File: config.mk
export PLATFORM = sky130hd
export DESIGN_NAME = dmem_arbiter
export DESIGN_NICKNAME = d
export VERILOG_FILES = /design/src/rtl/dmem_arbiter.sv
export SDC_FILE = /design/constraint.sdc
export NUM_CORES = 1
export LEC_CHECK = 0
export ABC_AREA = 1
export CAP_MARGIN = 0
export CORE_MARGIN = 4
export CORE_UTILIZATION = 25
export DETAILED_ROUTE_END_ITERATION = 6
export GPL_TIMING_DRIVEN = 1
export PLACE_DENSITY_LB_ADDON = 0.25
export SLEW_MARGIN = 20
export SYNTH_ARGS = -nofsm -noshare
export SYNTH_HDL_FRONTEND = slang
export SYNTH_SLANG_ARGS = --single-unit
File: constraint.sdc
create_clock -name clk -period 1.88 [get_ports clk]
set_input_delay 0.188 -clock clk [delete_from_list [all_inputs] [get_ports clk]]
set_output_delay 0.188 -clock clk [all_outputs]
set_load 0.02 [all_outputs]
File: src/rtl/dmem_arbiter.sv
// Two-port arbiter in front of a single-port 128x32 data SRAM.
// Port 0 (CPU) and port 1 (loader/debug) share the array. Arbitration is
// round-robin, except that port 1 may lock the bus. A lock is interrupted
// for one forced port-0 slot after LOCK_MAX consecutive locked grants.
// Grants and SRAM controls are combinational, so each access completes in
// its grant cycle. Read data comes back the following cycle to the port
// recorded in a one-entry read tag.
module dmem_arbiter #(
  parameter int unsigned LOCK_MAX = 16
) (
  input  logic        clk,
  input  logic        rst_n,
  input  logic        m0_req,
  input  logic        m0_we,
  input  logic [6:0]  m0_addr,
  input  logic [31:0] m0_wdata,
  output logic        m0_gnt,
  output logic        m0_stall,
  output logic        m0_rvalid,
  output logic [31:0] m0_rdata,
  input  logic        m1_req,
  input  logic        m1_we,
  input  logic [6:0]  m1_addr,
  input  logic [31:0] m1_wdata,
  input  logic        m1_lock,
  output logic        m1_gnt,
  output logic        m1_stall,
  output logic        m1_rvalid,
  output logic [31:0] m1_rdata,
  output logic        CEN,
  output logic        WEN,
  output logic        OEN,
  output logic [6:0]  A,
  output logic [31:0] D,
  input  logic [31:0] Q
);

  localparam int unsigned       CW      = $clog2(LOCK_MAX + 1);
  localparam logic [CW-1:0]     CNT_MAX = CW'(LOCK_MAX);

  typedef enum logic [1:0] {
    ARB,
    LOCKED,
    FORCE0
  } state_e;

  state_e        state_q, state_d;
  logic          last_q, last_d;      // port served most recently (1 = port 1)
  logic [CW-1:0] cnt_q, cnt_d;        // consecutive locked port-1 grants
  logic          tag_vld_q, tag_vld_d;
  logic          tag_port_q, tag_port_d;
  logic          gnt0, gnt1;

  // Arbitration: grant selection, FSM next state, RR pointer and lock count.
  // The FORCE0 decision looks at the count after this cycle's grant, so the
  // forced slot follows the LOCK_MAX-th locked grant with no idle cycle; a
  // saturated count forces on the first cycle port 0 asks.
  always_comb begin
    state_d = state_q;
    last_d  = last_q;
    cnt_d   = cnt_q;
    gnt0    = 1'b0;
    gnt1    = 1'b0;

    unique case (state_q)
      ARB: begin
        if (m0_req && (!m1_req || last_q)) begin
          gnt0 = 1'b1;
        end else if (m1_req) begin
          gnt1 = 1'b1;
        end
        if (gnt1 && m1_lock) begin
          state_d = LOCKED;
          cnt_d   = CW'(1);
        end
      end

      LOCKED: begin
        if (m1_req) begin
          gnt1 = 1'b1;
        end else if (m0_req) begin
          gnt0 = 1'b1;
        end
        if (!m1_req || !m1_lock) begin
          state_d = ARB;
        end else begin
          if (cnt_q != CNT_MAX) begin
            cnt_d = cnt_q + CW'(1);
          end
          if ((cnt_d == CNT_MAX) && m0_req) begin
            state_d = FORCE0;
          end
        end
      end

      FORCE0: begin
        gnt0 = m0_req;
        if (m1_req && m1_lock) begin
          state_d = LOCKED;
          cnt_d   = '0;
        end else begin
          state_d = ARB;
        end
      end

      default: begin
        state_d = ARB;
      end
    endcase

    // No SRAM access while reset is held, whatever the requests are doing.
    if (!rst_n) begin
      gnt0 = 1'b0;
      gnt1 = 1'b0;
    end

    if (gnt0) begin
      last_d = 1'b0;
    end
    if (gnt1) begin
      last_d = 1'b1;
    end
    // Leaving a lock always hands the next tie to port 0.
    if ((state_q == LOCKED) && (state_d == ARB)) begin
      last_d = 1'b1;
    end
  end

  // Read tag for next cycle: which port, if any, issued a read now.
  always_comb begin
    tag_vld_d  = (gnt0 && !m0_we) || (gnt1 && !m1_we);
    tag_port_d = gnt1;
  end

  // State, pointer, counter and read tag registers.
  always_ff @(posedge clk or negedge rst_n) begin
    if (!rst_n) begin
      state_q    <= ARB;
      last_q     <= 1'b1;
      cnt_q      <= '0;
      tag_vld_q  <= 1'b0;
      tag_port_q <= 1'b0;
    end else begin
      state_q    <= state_d;
      last_q     <= last_d;
      cnt_q      <= cnt_d;
      tag_vld_q  <= tag_vld_d;
      tag_port_q <= tag_port_d;
    end
  end

  // SRAM request mux and per-port handshake outputs.
  always_comb begin
    m0_gnt   = gnt0;
    m1_gnt   = gnt1;
    m0_stall = m0_req && !gnt0;
    m1_stall = m1_req && !gnt1;
    CEN      = 1'b1;
    WEN      = 1'b1;
    OEN      = 1'b0;
    A        = '0;
    D        = '0;
    if (gnt0) begin
      CEN = 1'b0;
      WEN = !m0_we;
      A   = m0_addr;
      D   = m0_wdata;
    end else if (gnt1) begin
      CEN = 1'b0;
      WEN = !m1_we;
      A   = m1_addr;
      D   = m1_wdata;
    end
  end

  // Read return steering: only the tagged port sees Q.
  always_comb begin
    m0_rvalid = tag_vld_q && !tag_port_q;
    m1_rvalid = tag_vld_q && tag_port_q;
    m0_rdata  = m0_rvalid ? Q : '0;
    m1_rdata  = m1_rvalid ? Q : '0;
  end

endmodule

==> results_tabular.tex <==
% Table of physical implementation metrics
\begin{tabular}{lr}
\hline
Metric & Value \\
\hline
\multicolumn{2}{l}{\textbf{Final timing}} \\
\quad Min setup slack post-route & -0.129 ns \\
\quad Endpoints failing hold & 0 \\
\quad Fmax achieved & between 400 and 500 MHz \\
\quad Count of pins over their slew limit & 0 \\
\quad Minimum period implied by the final worst setup slack & approximately 2.0 ns \\
\quad Worst hold slack & 0.270 ns \\
\quad Final setup vio count & 43 \\
\quad Setup clock skew after layout & between 0.003 and 0.004 ns \\
\quad Setup repair after global routing missed its margin & yes \\
\quad Share of the clock period used by the worst path after layout & 107\% \\
\multicolumn{2}{l}{\textbf{Yosys}} \\
\quad Complex-gate fraction of the synthesized area & 3.16\% \\
\quad Post-synth design cell area & 1620 sq um \\
\quad Post-synthesis cell count & $\sim$340 \\
\quad Number of cells in Yosys stat & approximately 340 \\
\quad Top area contributor share & 32.4\% \\
\quad Post-synthesis mux area share & 0\% \\
\quad Area share of xor/xnor cells in the synthesized design & 0\% \\
\quad Net count after synthesis & 454 \\
\quad Synth Seq Share & between 10\% and 20\% \\
\quad Simple-gate portion of the synthesized area & 61.0\% \\
\quad Synthesis-stage register bit count & 10 \\
\quad Post-synth EDFFs & 0 \\
\quad Largest area contributor in the synthesized netlist & sky130\_fd\_sc\_hd\_\_nand2\_1 \\
\quad Asr flop ratio synth & 100\% \\
\quad Synth cell types & 23 \\
\quad Mean area per synthesized cell & approximately 4.8 sq um \\
\multicolumn{2}{l}{\textbf{Placed design}} \\
\quad Weighted congestion reported at the end of routability-driven placement & 0.783 \\
\quad Placed instance count & 640 \\
\quad Post-place setup slack & -0.484 ns \\
\quad Placed wire-length estimate & $\sim$7400 um \\
\quad Number of buffers added on ports & 227 \\
\multicolumn{2}{l}{\textbf{Cells and area}} \\
\quad Fillcell total & between 400 and 500 \\
\quad Multi-input comb cells & 256 \\
\quad Registers with the most flip-flops & cnt\_q (5), state\_q (2) \\
\quad Non-clock buffer contribution to total cell area & 58.7\% \\
\quad N\_diodes & 0 \\
\quad Area Overhead vs Synth & 176\% \\
\quad Inverters & 54 \\
\quad Count of placed standard cells in the final layout, fillers left out & roughly 660 \\
\quad Highest-count cells in the layout ignoring fill and taps & sky130\_fd\_sc\_hd\_\_clkdlybuf4s50\_1, sky130\_fd\_sc\_hd\_\_nand2\_1, sky130\_fd\_sc\_hd\_\_nor2\_1 \\
\quad Commonest Layout Cell & sky130\_fd\_sc\_hd\_\_clkdlybuf4s50\_1 \\
\quad Sequential Area & about 250 sq um \\
\quad Count of nets after finishing & 698 \\
\quad Layout buffer count excluding clock buffers & 254 \\
\quad Fraction of area in registers & roughly 5.6\% \\
\quad Count of clock-net buffers in the final layout & 4 \\
\quad Register with the highest flop count & cnt\_q \\
\quad Clock network area share & 1.23\% \\
\quad Top cell category & buffers \\
\multicolumn{2}{l}{\textbf{Floorplanning}} \\
\quad Top Ports & 229 \\
\quad Area of the die & around 8000 sq um \\
\quad Rows & 29 \\
\quad Core Util at FP & 25.7\% \\
\quad Total number of tap cells & 77 \\
\quad Vertical die size & roughly 89 um \\
\multicolumn{2}{l}{\textbf{Power and ir drop}} \\
\quad Seq group & between 0.2 and 0.3 mW \\
\quad Share of total power in the clock network & 15.6\% \\
\quad P per Cell Area & 389 nW/um\^{}2 \\
\quad Dominant power group & combinational cells \\
\quad Peak supply drop & 0.274 mV \\
\quad Pint & around 1.1 mW \\
\quad Sequential group share of total power & 15.2\% \\
\quad Power attributed to the clock group & roughly 0.27 mW \\
\multicolumn{2}{l}{\textbf{Setup path}} \\
\quad Reg2reg setup slack & between 0.2 and 0.3 ns \\
\quad CP required & 1.69 ns \\
\quad Number of cells on the worst reg-to-reg path & 7 \\
\quad Start-to-end type of the worst setup path & reg -> out \\
\quad Reg2Reg Launch Point & cnt\_q[0]\$\_DFFE\_PN0P\_ \\
\quad Arrival time of data at the critical path endpoint & 1.82 ns \\
\quad Endpoint kind of the worst setup timing path & primary output \\
\quad CP startpoint kind & flop \\
\multicolumn{2}{l}{\textbf{Drt}} \\
\quad Met3 Routed Length & 1050 um \\
\quad Met2 wire length & 4920 um \\
\quad DR top layer & met4 \\
\quad DR pass1 iterations & 4 \\
\quad Routed metal-1 wire length & 3010 um \\
\quad DR DRC count & 0 \\
\quad Routed vias/inst & around 4.5 \\
\quad DRC violation total after the first TritonRoute iteration & between 60 and 70 \\
\multicolumn{2}{l}{\textbf{Job}} \\
\quad Maximum capacitance violations & 0 \\
\quad Tool warnings & 29 \\
\multicolumn{2}{l}{\textbf{Outcome}} \\
\quad Status & finished with violations \\
\quad Violations in the final reports & setup timing \\
\multicolumn{2}{l}{\textbf{GRT}} \\
\quad GRT Resource Usage Total & 20.0\% \\
\quad Global routing met1 resource utilization & between 10\% and 20\% \\
\quad Met2 Resource Use GR & between 30\% and 40\% \\
\quad Largest net degree at the start of global routing & 34 \\
\quad First-pass GRT wire length & 12,300 um \\
\quad Via count of the first global-routing pass & 2,757 \\
\multicolumn{2}{l}{\textbf{Clock tree}} \\
\quad Maximum clock insertion buffer count & 2 \\
\quad Insertion Delay late pin & 0.24 ns \\
\quad Clock transition at the registers of the reported paths & 0.05 ns \\
\quad TritonCTS clock tree & built \\
\quad Total number of H-tree levels & 1 \\
\hline
\end{tabular}
[worst max-delay path, stage by stage (launching register included)]
cell and delay (ns):
sky130_fd_sc_hd__dfstp_2 0.54, sky130_fd_sc_hd__nor2_2 0.04, sky130_fd_sc_hd__nor2_2 0.15, sky130_fd_sc_hd__nand3_2 0.12, sky130_fd_sc_hd__a21oi_4 0.16, sky130_fd_sc_hd__buf_6 0.15, sky130_fd_sc_hd__clkbuf_16 0.15, sky130_fd_sc_hd__nand2_1 0.05
sky130_fd_sc_hd__nand2_1 0.08, sky130_fd_sc_hd__buf_6 0.12
[what timing repair did]
| item | 4_1_cts | 5_1_grt |
|---|---|---|
| setup buffers | 2 | 4 |
| setup endpoints to repair | 77 | 46 |
| resized | 292 | 68 |
| gates cloned | 1 | 4 |
| pin swaps | 1 | 23 |
| hold buffers | 0 | 0 |
[worst min-delay path by stage]
stage / start / to / depth (start not counted)
after floorplan: rst_n / cnt_q[0]$_DFFE_PN0P_ / 0
after global placement: last_q$_DFFE_PN1P_ / last_q$_DFFE_PN1P_ / 2
after detailed placement: last_q$_DFFE_PN1P_ / last_q$_DFFE_PN1P_ / 2
after CTS: rst_n / state_q[0]$_DFF_PN0_ / 2
after global routing: rst_n / state_q[0]$_DFF_PN0_ / 2
final: rst_n / state_q[0]$_DFF_PN0_ / 2
[stage by stage]
step / util (%) / setup TNS (ns) / power, mW / cell area [sq um]
final: 71.0 / -4.36 / 1.74 / 4480
after global routing: 71.0 / -7.30 / 1.85 / 4480
after CTS: 65.8 / -2.64 / 1.64 / 4150
after detailed placement: 64.3 / -19.59 / 1.34 / 4060
after global placement: 64.3 / -18.45 / 1.32 / 4060
after floorplan: - / 0 / 0.726 / 1620
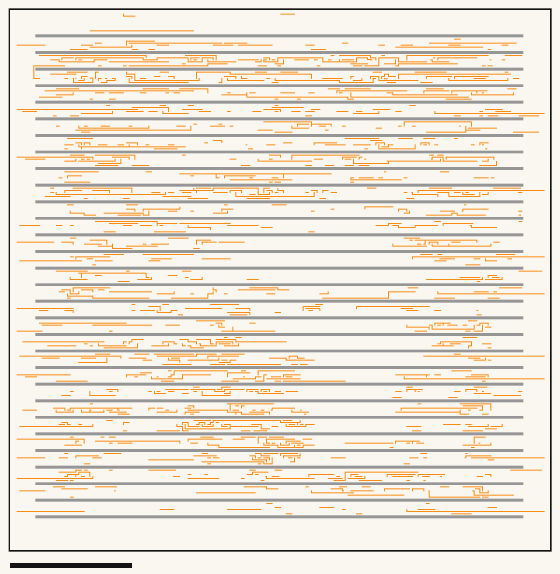
Figure 1: M1 wires.
The bar under the picture is 20 um long. Supply wires on this layer in gray.
share of all routed wire	32%
wire length on this layer	3,010 um
longest straight run	24.8 um

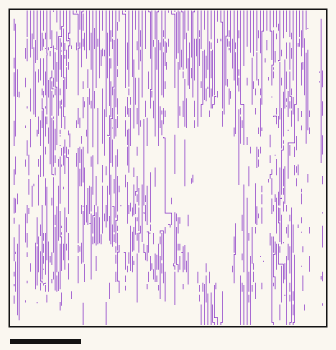
Figure 2: met2 routing.
The bar under the picture is 20 um long.
wire length on this layer	4,920 um
nets with wire on the layer	597
share of all routed wire	53%
main direction	vertical
longest straight run	40.3 um

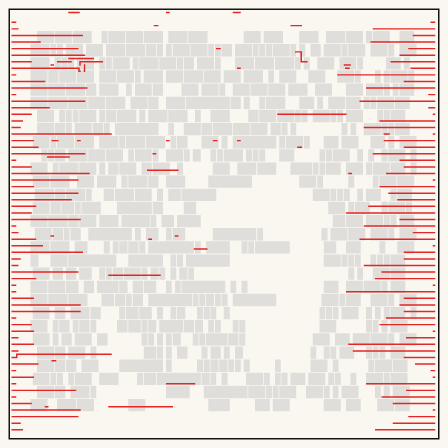
Figure 3: the metal 3 layer.
Cells faint in the background.
nets with wire on the layer	146
longest straight run	20.5 um
wire length on this layer	1,050 um

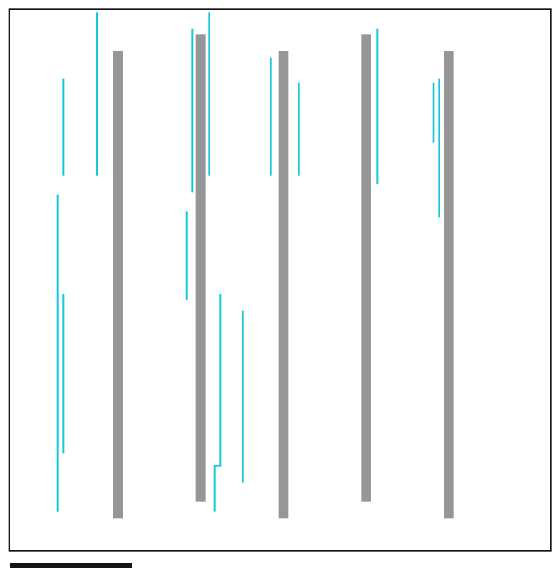
Figure 4: M4 wires.
The bar under the picture is 20 um long. Supply wires on this layer in gray.
share of all routed wire	3.7%
longest straight run	51.7 um
wire length on this layer	342 um
nets with wire on the layer	14
via count: 2,940
aggregate routed wire length: 9320 um

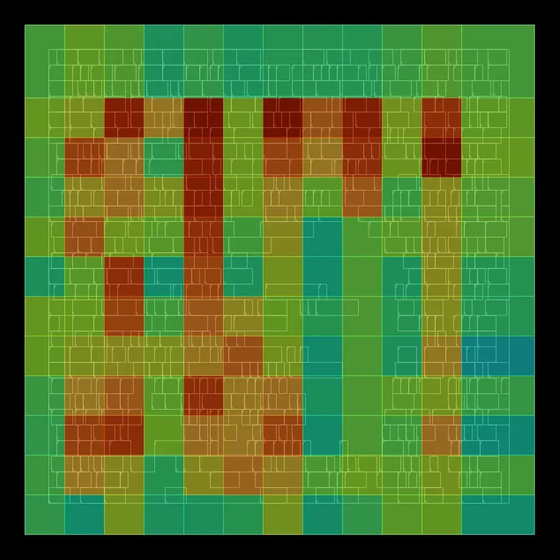
Figure 5: routing congestion.
fraction of met3 tracks used by global routing: 7.64%
Most Used Layer, Global Route: met2
detail-routed net length per standard cell: 14.2 um

No activity file was given, so power comes from the tool's default toggle rates.
